run_1/pdn.png
Scale bar: 50 um. Pins as bars on the die edge.
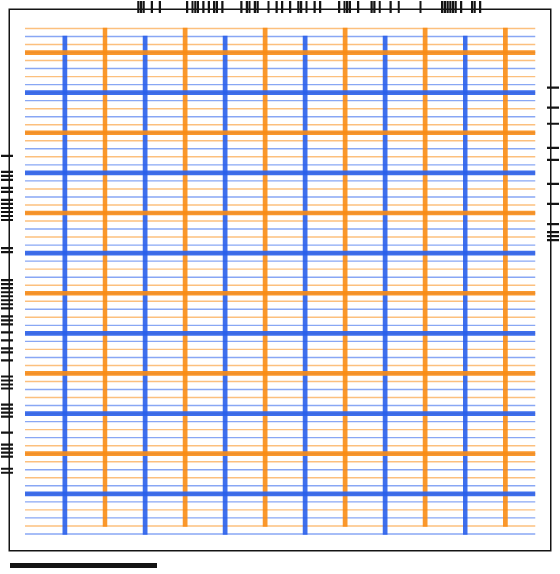
run_1/cell_classes.png
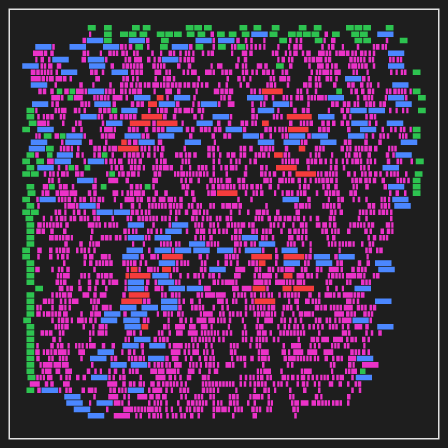
run_1/clock_map.png
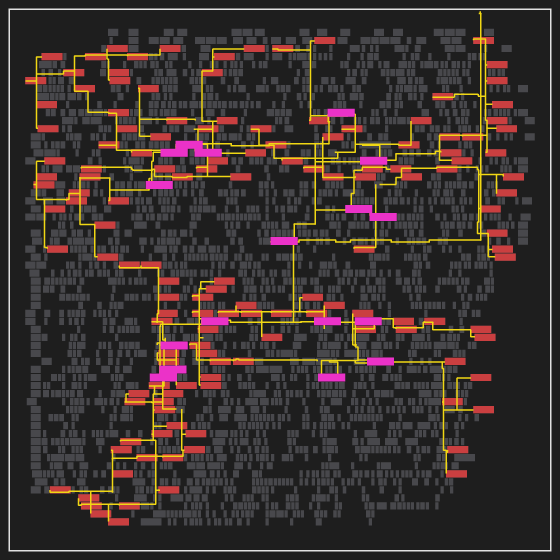
[config.mk]
export PLATFORM = sky130hd
export DESIGN_NAME = div_sequencer_flat
export DESIGN_NICKNAME = d
export VERILOG_FILES = /design/src/rtl/div_sequencer_pkg.sv /design/src/rtl/div_sequencer_if.sv /design/src/rtl/div_sequencer_step.sv /design/src/rtl/div_sequencer.sv /design/src/flat_wrapper.sv
export SDC_FILE = /design/constraint.sdc
export NUM_CORES = 1
export LEC_CHECK = 0
export ABC_AREA = 1
export CAP_MARGIN = 20
export CORE_MARGIN = 5
export CORE_UTILIZATION = 45
export DETAILED_ROUTE_END_ITERATION = 10
export PLACE_DENSITY = 0.68
export REMOVE_ABC_BUFFERS = 1
export SYNTH_ARGS = -nofsm -noshare
export SYNTH_HDL_FRONTEND = slang
export SYNTH_HIERARCHICAL = 1
export SYNTH_SLANG_ARGS = --single-unit
[constraint.sdc]
create_clock -name clk -period 4.7 [get_ports clk]
set_clock_uncertainty 0.2 [all_clocks]
set_input_delay 0.47 -clock clk [delete_from_list [all_inputs] [get_ports clk]]
set_output_delay 0.47 -clock clk [all_outputs]
set_load 0.02 [all_outputs]
[src/rtl/div_sequencer_pkg.sv]
// riscv_div_pkg: shared types and constants for the RV32M divide unit.
//   XLEN      operand/result width
//   DIV_ITER  number of restoring iterations (one per quotient bit)
//   CNT_W     width of the iteration counter
//   div_cmd_e   command encoding carried on CMD_RD
//   div_state_e sequencer states
package riscv_div_pkg;

    localparam int XLEN     = 32;
    localparam int DIV_ITER = XLEN;
    localparam int CNT_W    = $clog2(DIV_ITER);

    localparam logic [XLEN-1:0] INT_MIN = {1'b1, {(XLEN-1){1'b0}}};

    typedef enum logic [1:0] {
        DIV  = 2'b00,
        DIVU = 2'b01,
        REM  = 2'b10,
        REMU = 2'b11
    } div_cmd_e;

    typedef enum logic [1:0] {
        IDLE = 2'b00,
        RUN  = 2'b01,
        FIX  = 2'b10,
        DONE = 2'b11
    } div_state_e;

    // Two's complement negation.
    function automatic logic [XLEN-1:0] neg_val(input logic [XLEN-1:0] v);
        return '0 - v;
    endfunction

    // Magnitude of v when 'neg' says it is a negative signed value.
    // INT_MIN maps onto itself and is then read as an unsigned 2^(XLEN-1).
    function automatic logic [XLEN-1:0] abs_val(input logic [XLEN-1:0] v, input logic neg);
        return neg ? neg_val(v) : v;
    endfunction

endpackage

[src/rtl/div_sequencer_if.sv]
// div_sequencer_if: EXE <-> divide-unit handshake bundle.
//   master (EXE side): drives START_DIV, CMD_RD, OP1_SE, OP2_SE, RES_ACK_SE, FLUSH_SM
//   slave  (divider) : drives BUSY_DIV, DONE_DIV, RES_DIV
interface div_sequencer_if;
    import riscv_div_pkg::*;

    logic            START_DIV;
    logic [1:0]      CMD_RD;
    logic [XLEN-1:0] OP1_SE;
    logic [XLEN-1:0] OP2_SE;
    logic            RES_ACK_SE;
    logic            FLUSH_SM;
    logic            BUSY_DIV;
    logic            DONE_DIV;
    logic [XLEN-1:0] RES_DIV;

    modport master (
        output START_DIV, CMD_RD, OP1_SE, OP2_SE, RES_ACK_SE, FLUSH_SM,
        input  BUSY_DIV, DONE_DIV, RES_DIV
    );

    modport slave (
        input  START_DIV, CMD_RD, OP1_SE, OP2_SE, RES_ACK_SE, FLUSH_SM,
        output BUSY_DIV, DONE_DIV, RES_DIV
    );

endinterface

[src/rtl/div_sequencer_step.sv]
// div_step: one combinational restoring-division iteration.
//   rem_i, quo_i   partial remainder and quotient/dividend shift register
//   divisor_i      unsigned divisor magnitude
//   rem_nxt_o      remainder after the trial subtraction
//   quo_nxt_o      quotient shifted left with the new quotient bit in bit 0
module div_step
    import riscv_div_pkg::*;
(
    input  logic [XLEN-1:0] rem_i,
    input  logic [XLEN-1:0] quo_i,
    input  logic [XLEN-1:0] divisor_i,
    output logic [XLEN-1:0] rem_nxt_o,
    output logic [XLEN-1:0] quo_nxt_o
);

    logic [XLEN:0] shifted;
    logic [XLEN:0] diff;
    logic [XLEN:0] rem_full;
    logic          borrow;
    logic          unused_rem_msb;

    // The shifted remainder can reach 2*divisor-1, so it needs XLEN+1 bits;
    // the borrow out of the XLEN+1 bit subtraction means trial < 0.
    assign shifted           = {rem_i, quo_i[XLEN-1]};
    assign {borrow, diff}    = {1'b0, shifted} - {2'b00, divisor_i};
    assign rem_full          = borrow ? shifted : diff;
    // Whichever branch is taken is below the divisor, so the top bit is always 0.
    assign unused_rem_msb    = rem_full[XLEN];
    assign rem_nxt_o         = rem_full[XLEN-1:0];
    assign quo_nxt_o         = {quo_i[XLEN-2:0], ~borrow};

endmodule

[src/rtl/div_sequencer.sv]
// div_sequencer: sequencing controller and datapath for DIV/DIVU/REM/REMU.
//   clk      core clock
//   reset_n  synchronous active-low reset
//   bus      div_sequencer_if.slave: START_DIV/CMD_RD/OP1_SE/OP2_SE sampled in IDLE,
//            RES_ACK_SE retires a DONE result, FLUSH_SM aborts;
//            BUSY_DIV (RUN/FIX/DONE), DONE_DIV (DONE), RES_DIV (result, 0 outside DONE)
// Operands are reduced to magnitudes at START, divided unsigned over XLEN
// restoring steps, then sign-corrected in FIX.
module div_sequencer
    import riscv_div_pkg::*;
(
    input  logic            clk,
    input  logic            reset_n,
    div_sequencer_if.slave  bus
);

    div_state_e      state_q, state_d;
    div_cmd_e        cmd_q, cmd_d;
    logic [CNT_W-1:0] cnt_q, cnt_d;
    logic [XLEN-1:0] rem_q, rem_d;
    logic [XLEN-1:0] quo_q, quo_d;
    logic [XLEN-1:0] dvs_q, dvs_d;
    logic [XLEN-1:0] res_q, res_d;
    logic            neg_quo_q, neg_quo_d;
    logic            neg_rem_q, neg_rem_d;
    logic            busy_q, busy_d;
    logic            done_q, done_d;

    logic            is_signed_in;
    logic            sgn1_in;
    logic            sgn2_in;
    logic            cmd_signed_q;
    logic [XLEN-1:0] rem_step;
    logic [XLEN-1:0] quo_step;
    logic [XLEN-1:0] quo_fix;
    logic [XLEN-1:0] rem_fix;

    assign is_signed_in = ~bus.CMD_RD[0];
    assign sgn1_in      = is_signed_in & bus.OP1_SE[XLEN-1];
    assign sgn2_in      = is_signed_in & bus.OP2_SE[XLEN-1];
    assign cmd_signed_q = ~cmd_q[0];

    div_step u_step (
        .rem_i     (rem_q),
        .quo_i     (quo_q),
        .divisor_i (dvs_q),
        .rem_nxt_o (rem_step),
        .quo_nxt_o (quo_step)
    );

    assign quo_fix = (cmd_signed_q & neg_quo_q) ? neg_val(quo_q) : quo_q;
    assign rem_fix = (cmd_signed_q & neg_rem_q) ? neg_val(rem_q) : rem_q;

    always_comb begin
        state_d   = state_q;
        cmd_d     = cmd_q;
        cnt_d     = cnt_q;
        rem_d     = rem_q;
        quo_d     = quo_q;
        dvs_d     = dvs_q;
        res_d     = res_q;
        neg_quo_d = neg_quo_q;
        neg_rem_d = neg_rem_q;

        unique case (state_q)
            IDLE: begin
                if (bus.START_DIV) begin
                    cmd_d     = div_cmd_e'(bus.CMD_RD);
                    neg_quo_d = sgn1_in ^ sgn2_in;
                    neg_rem_d = sgn1_in;
                    quo_d     = abs_val(bus.OP1_SE, sgn1_in);
                    dvs_d     = abs_val(bus.OP2_SE, sgn2_in);
                    rem_d     = '0;
                    cnt_d     = CNT_W'(DIV_ITER - 1);
                    state_d   = RUN;
                    if (bus.OP2_SE == '0) begin
                        // RISC-V divide-by-zero: quotient all ones, remainder = dividend.
                        state_d = DONE;
                        res_d   = bus.CMD_RD[1] ? bus.OP1_SE : '1;
                    end else if (is_signed_in && bus.OP1_SE == INT_MIN && bus.OP2_SE == '1) begin
                        // Signed overflow: quotient saturates to INT_MIN, remainder 0.
                        state_d = DONE;
                        res_d   = bus.CMD_RD[1] ? '0 : INT_MIN;
                    end
                end
            end
            RUN: begin
                rem_d = rem_step;
                quo_d = quo_step;
                if (cnt_q == '0) begin
                    state_d = FIX;
                end else begin
                    cnt_d = cnt_q - CNT_W'(1);
                end
            end
            FIX: begin
                res_d   = cmd_q[1] ? rem_fix : quo_fix;
                state_d = DONE;
            end
            DONE: begin
                if (bus.RES_ACK_SE) begin
                    state_d = IDLE;
                    res_d   = '0;
                end
            end
            default: state_d = IDLE;
        endcase

        // Flush wins over START and ACK arriving in the same cycle.
        if (bus.FLUSH_SM) begin
            state_d = IDLE;
            cnt_d   = '0;
            res_d   = '0;
        end
    end

    assign busy_d = (state_d != IDLE);
    assign done_d = (state_d == DONE);

    always_ff @(posedge clk) begin
        if (!reset_n) begin
            state_q   <= IDLE;
            cmd_q     <= DIV;
            cnt_q     <= '0;
            rem_q     <= '0;
            quo_q     <= '0;
            dvs_q     <= '0;
            res_q     <= '0;
            neg_quo_q <= 1'b0;
            neg_rem_q <= 1'b0;
            busy_q    <= 1'b0;
            done_q    <= 1'b0;
        end else begin
            state_q   <= state_d;
            cmd_q     <= cmd_d;
            cnt_q     <= cnt_d;
            rem_q     <= rem_d;
            quo_q     <= quo_d;
            dvs_q     <= dvs_d;
            res_q     <= res_d;
            neg_quo_q <= neg_quo_d;
            neg_rem_q <= neg_rem_d;
            busy_q    <= busy_d;
            done_q    <= done_d;
        end
    end

    assign bus.BUSY_DIV = busy_q;
    assign bus.DONE_DIV = done_q;
    assign bus.RES_DIV  = res_q;

endmodule

[src/flat_wrapper.sv]
// flat-port wrapper written by rule: the top's interface ports become plain ports
module div_sequencer_flat import riscv_div_pkg::*;
  (clk, reset_n, bus_START_DIV, bus_CMD_RD, bus_OP1_SE, bus_OP2_SE, bus_RES_ACK_SE, bus_FLUSH_SM, bus_BUSY_DIV, bus_DONE_DIV, bus_RES_DIV);
  div_sequencer_if bus_i ();
  input  logic clk;
  input  logic reset_n;
  input wire logic [$bits(bus_i.START_DIV)-1:0] bus_START_DIV;
  input wire logic [$bits(bus_i.CMD_RD)-1:0] bus_CMD_RD;
  input wire logic [$bits(bus_i.OP1_SE)-1:0] bus_OP1_SE;
  input wire logic [$bits(bus_i.OP2_SE)-1:0] bus_OP2_SE;
  input wire logic [$bits(bus_i.RES_ACK_SE)-1:0] bus_RES_ACK_SE;
  input wire logic [$bits(bus_i.FLUSH_SM)-1:0] bus_FLUSH_SM;
  output wire logic [$bits(bus_i.BUSY_DIV)-1:0] bus_BUSY_DIV;
  output wire logic [$bits(bus_i.DONE_DIV)-1:0] bus_DONE_DIV;
  output wire logic [$bits(bus_i.RES_DIV)-1:0] bus_RES_DIV;
  assign bus_i.START_DIV = bus_START_DIV;
  assign bus_i.CMD_RD = bus_CMD_RD;
  assign bus_i.OP1_SE = bus_OP1_SE;
  assign bus_i.OP2_SE = bus_OP2_SE;
  assign bus_i.RES_ACK_SE = bus_RES_ACK_SE;
  assign bus_i.FLUSH_SM = bus_FLUSH_SM;
  assign bus_BUSY_DIV = bus_i.BUSY_DIV;
  assign bus_DONE_DIV = bus_i.DONE_DIV;
  assign bus_RES_DIV = bus_i.RES_DIV;
  div_sequencer u_core (.clk(clk), .reset_n(reset_n), .bus(bus_i));
endmodule
==> run_summary.xml, run 1 <==
<?xml version="1.0" encoding="UTF-8"?>
<metrics>
  <group name="run_status">
    <metric name="run_status" unit="">complete, no violations</metric>
  </group>
  <group name="pwr">
    <metric name="seq_power_share" unit="%">35.8</metric>
    <metric name="switching_share" unit="%">36.3</metric>
  </group>
  <group name="flow_run">
    <metric name="openroad.warnings" unit="">27</metric>
    <metric name="maxCapViolCount" unit="">0</metric>
  </group>
  <group name="synthesis">
    <metric name="synth_dominant_cell_count" unit="">nand2_1</metric>
    <metric name="netlist_top_cells_count" unit="">nand2_1 (691), nor2_1 (337), inv_1 (317)</metric>
    <metric name="flop_cell" unit="">dfxtp_1</metric>
    <metric name="logic_family" unit="">simple AND/OR/NAND/NOR gates</metric>
    <metric name="ys_warnings" unit="">6</metric>
    <metric name="ys_seq_share" unit="%">20.9</metric>
  </group>
  <group name="floorplanning">
    <metric name="floorplanUtilization" unit="%">45.5</metric>
    <metric name="floorplan.die_area" unit="um2">33500</metric>
    <metric name="number_of_core_rows" unit="">63</metric>
  </group>
  <group name="timing">
    <metric name="fin_crit_sh" unit="%">66.2</metric>
    <metric name="maxSlewViolCount" unit="">0</metric>
    <metric name="tightest_slew" unit="ps">1090</metric>
  </group>
  <group name="global_route">
    <metric name="first_global_vias" unit="">14100</metric>
    <metric name="maximum_number_of_pins_on_one_net_before_global_route_repair" unit="">62</metric>
  </group>
  <group name="route">
    <metric name="detail_route.drc_violations" unit="">0</metric>
    <metric name="routedWlPerCell" unit="um">16.4</metric>
  </group>
  <group name="clock_tree">
    <metric name="worstSkewPairLatency" unit="ps">430</metric>
  </group>
  <group name="setup_path">
    <metric name="worst_path_slowest_cell" unit="">clkdlybuf4s50_1</metric>
  </group>
</metrics>
-- pdn.png (at the start) --
blue -> VSS
orange -> VDD
signal pins = 105
met1 rails = 64
met5 straps = 12
met4 straps = 12

-- cell_classes.png (at the start) --
magenta -> all other logic  # cells 2170
green -> other buffers and delay cells  # cells 120
blue -> flip-flops  # cells 141
red -> clock drivers and dummy loads  # cells 32

-- clock_map.png (at the start) --
magenta -> cells driving clock nets  # count 17
red -> flip-flops  # count 141
yellow -> clock wires  # length 2080 um
routed clock nets = 18
flops lie = spread over the die

run 1: metal layers:
metal  routed length, um  track usage, %  vias to the layer above  share of wire [%]
li1                    -               -                     7795                  -
met1               21500            38.2                     7026                 46
met2               20000            41.5                      597                 43
met3                3750            5.95                       95                8.0
met4                1510            8.91                        4                3.2
met5                  22               0                        -              0.047
run 1: through the flow:
stage                     hold slack (ps)  power [uW]  setup WS [ps]  area, um2  std cells
after detailed placement              264        2290           1230      14500       2821
after floorplan                       230        1950            401      12800       2311
after global placement                256        2280           1300      14500       2821
final                                 271        3680           1590      15100       2853
after global routing                  296        3880           1440      15100       2853
after CTS                             274        3690           1690      15100       2853
run 1: power groups by stage:
stage / Clock [uW] / Combinational, uW / Sequential, uW
after floorplan: 0 / 619 / 1330
after global placement: 0 / 938 / 1340
after detailed placement: 0 / 951 / 1340
after CTS: 1410 / 957 / 1320
after global routing: 1470 / 1090 / 1330
final: 1390 / 973 / 1320
run 1: logic make-up (layout without fill, tap and decap cells):
| family | Yosys count | in the layout |
|---|---|---|
| AND-OR/OR-AND | 338 | 338 |
| XOR/XNOR | 37 | 37 |
| adder cells (fa/ha/maj) | 40 | 40 |
| buffers and inverters | 445 | 481 |
| flip-flops | 141 | 141 |
| AND/OR/NAND/NOR | 1426 | 1426 |
run 1: worst register-to-register path, delay by kind of cell, from the launching register on:
kind / cells / cell delay (ps)
flops: 1 / 350
buf+inv: 2 / 310
fa+ha+maj: 2 / 660
compound gates: 1 / 160
simple gates: 12 / 1300
run 1: registers in the layout, indices dropped and copies added, names as in the netlist:
signal	flops
u_core/bus.RES_DIV	32
u_core/dvs_q	32
u_core/quo_q	32
u_core/rem_q	32
u_core/cnt_q	5
u_core/cmd_q	2
u_core/state_q	2
u_core/bus.BUSY_DIV	1
u_core/bus.DONE_DIV	1
u_core/neg_quo_q	1
u_core/neg_rem_q	1
run 1: final cells by class:
cell class	count	area, um2	share of cell area [%]
Sequential cell	141	2820	18.7
Clock buffer	17	425	2.82
Tap cell	390	488	3.23
Inverter	329	1240	8.19
Timing Repair Buffer	120	1160	7.69
Clock inverter	15	168	1.11
Multi-Input combinational cell	1841	8790	58.3
run 1: layout by cell type (no fill, tap or decap), types with 14 or more instances in the layout:
cell type	instances
nor2_1	332
o21ai_0	150
nand3_2	14
nand2_1	691
buf_4	16
xor2_1	33
o211ai_1	17
clkdlybuf4s50_1	104
clkbuf_16	17
and2_1	14
nand4_1	40
nand3_1	256
a21oi_1	139
dfxtp_1	141
nand3b_1	17
nor3_1	25
ha_1	39
inv_1	317
run 1: path summary, 6_finish.rpt:
kind / cells past startpoint / to / start
worst min register to register: 2 / u_core/dvs_q[31]$_SDFFE_PN0P_ / u_core/dvs_q[31]$_SDFFE_PN0P_
worst min-delay path: 2 / u_core/dvs_q[31]$_SDFFE_PN0P_ / u_core/dvs_q[31]$_SDFFE_PN0P_
worst max register to register: 17 / u_core/rem_q[28]$_SDFFE_PN0P_ / u_core/quo_q[31]$_SDFFE_PN0P_
worst max-delay path: 13 / u_core/bus.RES_DIV[14]$_SDFFE_PP0P_ / bus_OP1_SE[1]
run_1/metal_stack.png
Scale bar: 50 um.
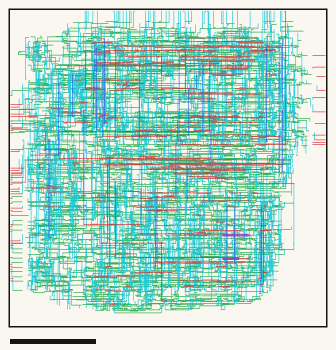

## Run 2: what changed since run 1
--- a/config.mk
+++ b/config.mk
@@ -10,7 +10,7 @@
 export CORE_MARGIN = 5
 export CORE_UTILIZATION = 45
 export DETAILED_ROUTE_END_ITERATION = 10
-export PLACE_DENSITY = 0.68
+export PLACE_DENSITY = 0.71
 export REMOVE_ABC_BUFFERS = 1
 export SYNTH_ARGS = -nofsm -noshare
 export SYNTH_HDL_FRONTEND = slang
==> constraint.sdc (replaced) <==
create_clock -name clk -period 2.5 [get_ports clk]
set_clock_uncertainty 0.2 [all_clocks]
set_input_delay 0.25 -clock clk [delete_from_list [all_inputs] [get_ports clk]]
set_output_delay 0.25 -clock clk [all_outputs]
set_load 0.02 [all_outputs]
run_2/metal_stack.png
Scale bar: 50 um.
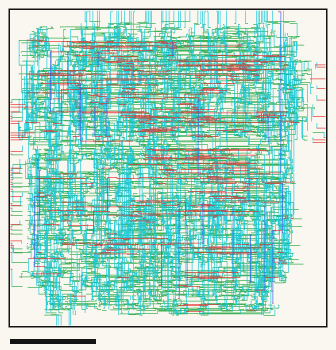
cyan -> met2  # wire length 22.2 mm
green -> met1  # wire length 23.1 mm
blue -> met4  # wire length 871 um
red -> met3  # wire length 4470 um

run_2/final_congestion.png
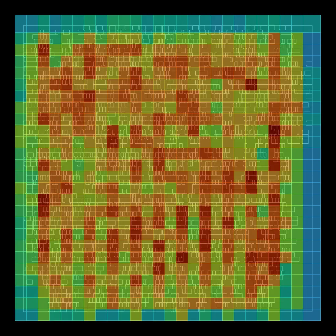
aggregate global-route resource usage: 29.0%
global-route track usage on met3: 4.64%
wire length per cell after detailed routing: 16.6 um
final core area utilization: 58.3%
most used routing layer in global routing: met2

==> run_summary.xml, run 2 <==
<?xml version="1.0" encoding="UTF-8"?>
<metrics>
  <group name="run_status">
    <metric name="run_status" unit="">finished, violations left</metric>
    <metric name="failed_checks" unit="">setup timing</metric>
  </group>
  <group name="timing">
    <metric name="tightest_slew" unit="ps">1040</metric>
    <metric name="setup_slack" unit="ps">-13.1</metric>
    <metric name="fin_crit_sh" unit="%">101</metric>
    <metric name="maxSlewViolCount" unit="">0</metric>
    <metric name="final_worst_hold_slack" unit="ps">270</metric>
    <metric name="setup_violations" unit="">2</metric>
  </group>
  <group name="synthesis">
    <metric name="flop_cell" unit="">dfxtp_1</metric>
    <metric name="mappedNetlistArea" unit="um2">13500</metric>
    <metric name="netlist_top_cells_count" unit="">nand2_1 (691), nor2_1 (337), inv_1 (317)</metric>
    <metric name="ys_warnings" unit="">6</metric>
    <metric name="synth_dominant_cell_count" unit="">nand2_1</metric>
    <metric name="ys_seq_share" unit="%">20.9</metric>
  </group>
  <group name="setup_path">
    <metric name="rr_worst_depth" unit="">14</metric>
    <metric name="regToRegEndpoint" unit="">u_core/rem_q[0]$_SDFFE_PN0P_</metric>
    <metric name="path_max_fanout" unit="">8</metric>
    <metric name="path_delay_family" unit="">simple AND/OR/NAND/NOR gates</metric>
    <metric name="worst_path_slowest_cell" unit="">dfxtp_1</metric>
    <metric name="rr_startpoint" unit="">u_core/dvs_q[24]$_SDFFE_PN0P_</metric>
  </group>
  <group name="pwr">
    <metric name="switching_share" unit="%">34.9</metric>
    <metric name="seq_power_share" unit="%">34.1</metric>
    <metric name="total_switching_power" unit="uW">2530</metric>
    <metric name="total_power_per_unit_cell_area" unit="nW/um2">420</metric>
  </group>
  <group name="place">
    <metric name="postPlaceCellArea" unit="um2">16100</metric>
    <metric name="port_buffers" unit="">104</metric>
    <metric name="place.detailed.hpwl" unit="um">39800</metric>
  </group>
  <group name="flow_run">
    <metric name="openroad.warnings" unit="">28</metric>
    <metric name="maxCapViolCount" unit="">0</metric>
  </group>
  <group name="global_route">
    <metric name="global_route.overflow_total" unit="">0</metric>
    <metric name="antenna_found_initial" unit="">0</metric>
    <metric name="maximum_number_of_pins_on_one_net_before_global_route_repair" unit="">62</metric>
    <metric name="first_global_vias" unit="">15000</metric>
  </group>
  <group name="layout">
    <metric name="layout.cell_area.non_filler" unit="um2">17300</metric>
    <metric name="final_layout_top_logic_cells" unit="">nand2_1 (678), nor2_1 (322), inv_1 (310)</metric>
    <metric name="final_common_cell" unit="">nand2_1</metric>
  </group>
  <group name="clock_tree">
    <metric name="clock_path_buffers" unit="">2</metric>
    <metric name="htree_levels" unit="">4</metric>
    <metric name="worstSkewPairLatency" unit="ps">440</metric>
  </group>
  <group name="min_path">
    <metric name="worstHoldStart" unit="">u_core/dvs_q[31]$_SDFFE_PN0P_</metric>
    <metric name="worst_hold_path.num_cells" unit="">2</metric>
    <metric name="hold-path-endpoint" unit="">u_core/dvs_q[31]$_SDFFE_PN0P_</metric>
  </group>
  <group name="route">
    <metric name="detail_route.drc_violations" unit="">0</metric>
  </group>
  <group name="floorplanning">
    <metric name="floorplanUtilization" unit="%">45.5</metric>
    <metric name="number_of_core_rows" unit="">63</metric>
  </group>
</metrics>
run_2/pdn.png
Scale bar: 50 um. Pins as bars on the die edge.
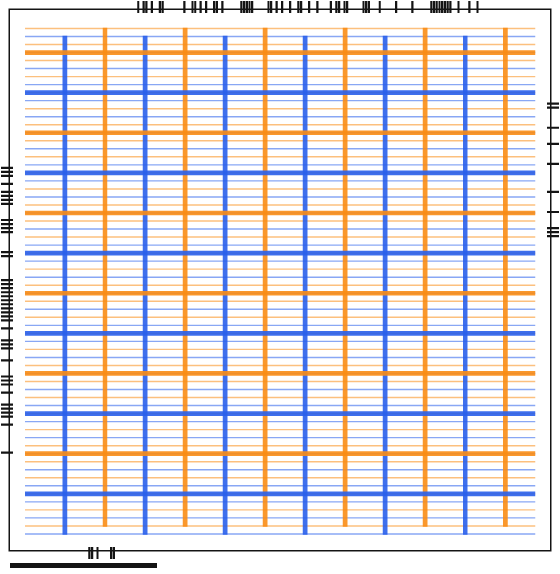
orange -> VDD
blue -> VSS
signal pins = 105
rows = 63

## run 2: final cells by class
class	count	area, um2
tap	390	488
multi-input combinational	1843	9320
sequential	141	2830
clock inverter	11	135
fill	3002	12300
timing repair buffer	315	2830
inverter	329	1240
clock buffer	21	450
## run 2: logic make-up after synthesis
group	share of synthesized area, %
xor+xnor	2.40
compound gates	13.4
flops	20.9
buf+inv	14.0
simple gates	45.4
fa+ha+maj	3.77
## run 2: how the worst max path moves through the flow
stage                                              from                       endpoint  slack, ps  cells past startpoint
after floorplan            u_core/state_q[1]$_SDFF_PN0_  u_core/quo_q[10]$_SDFFE_PN0P_      -1800                      7
after global placement                   bus_OP1_SE[22]  u_core/quo_q[31]$_SDFFE_PN0P_       -300                      9
after detailed placement                 bus_OP1_SE[22]  u_core/quo_q[31]$_SDFFE_PN0P_       -270                      9
after CTS                 u_core/dvs_q[23]$_SDFFE_PN0P_  u_core/rem_q[31]$_SDFFE_PN0P_          8                     14
after global routing      u_core/dvs_q[22]$_SDFFE_PN0P_   u_core/rem_q[0]$_SDFFE_PN0P_        -80                     14
final                     u_core/dvs_q[24]$_SDFFE_PN0P_   u_core/rem_q[0]$_SDFFE_PN0P_        -10                     14
## run 2: power groups by stage
| stage | clock, uW | sequential, uW | combinational [uW] |
|---|---|---|---|
| 2_1_floorplan | 0 | 2510 | 1160 |
| 3_3_place_gp | 0 | 2510 | 2010 |
| 3_5_place_dp | 0 | 2520 | 2030 |
| 4_1_cts | 2620 | 2470 | 2050 |
| 5_1_grt | 2720 | 2490 | 2430 |
| 6_report | 2580 | 2480 | 2200 |
## run 2: per-stage QoR
stage	TNS, ps	util (%)	cells	setup WS (ps)	power, uW
floorplan	-107180	-	2311	-1800	3670
global placement	-1010	54.2	3010	-303	4520
detailed placement	-4460	54.2	3010	-273	4550
CTS	0	56.4	3043	7.95	7140
global route	-888	58.3	3050	-75.5	7640
finish	-22.7	58.3	3050	-13.1	7260
## run 2: worst reg2reg max path: cells and delay by family, from the launching register on
family	cells	cell delay, ps
AOI/OAI and AO/OA	3	510
and+or+nand+nor	7	770
DFF	1	320
adders and majority gates	1	250
buffers and inverters	3	390
## run 2: timing repair
item,4_1_cts,5_1_grt
pin swaps,2,18
gates cloned,0,4
setup buffers,1,4
gates resized,10,90
setup endpoints to repair,29,34
## run 2: per-layer routing
metal	vias to the layer above	wire length, um	global-route usage, %
met5	-	0	0
li1	8205	-	-
met4	0	871	5.36
met3	67	4470	4.64
met2	746	22200	45.7
met1	7498	23100	42.1
Power is estimated from default activity; no workload was simulated.
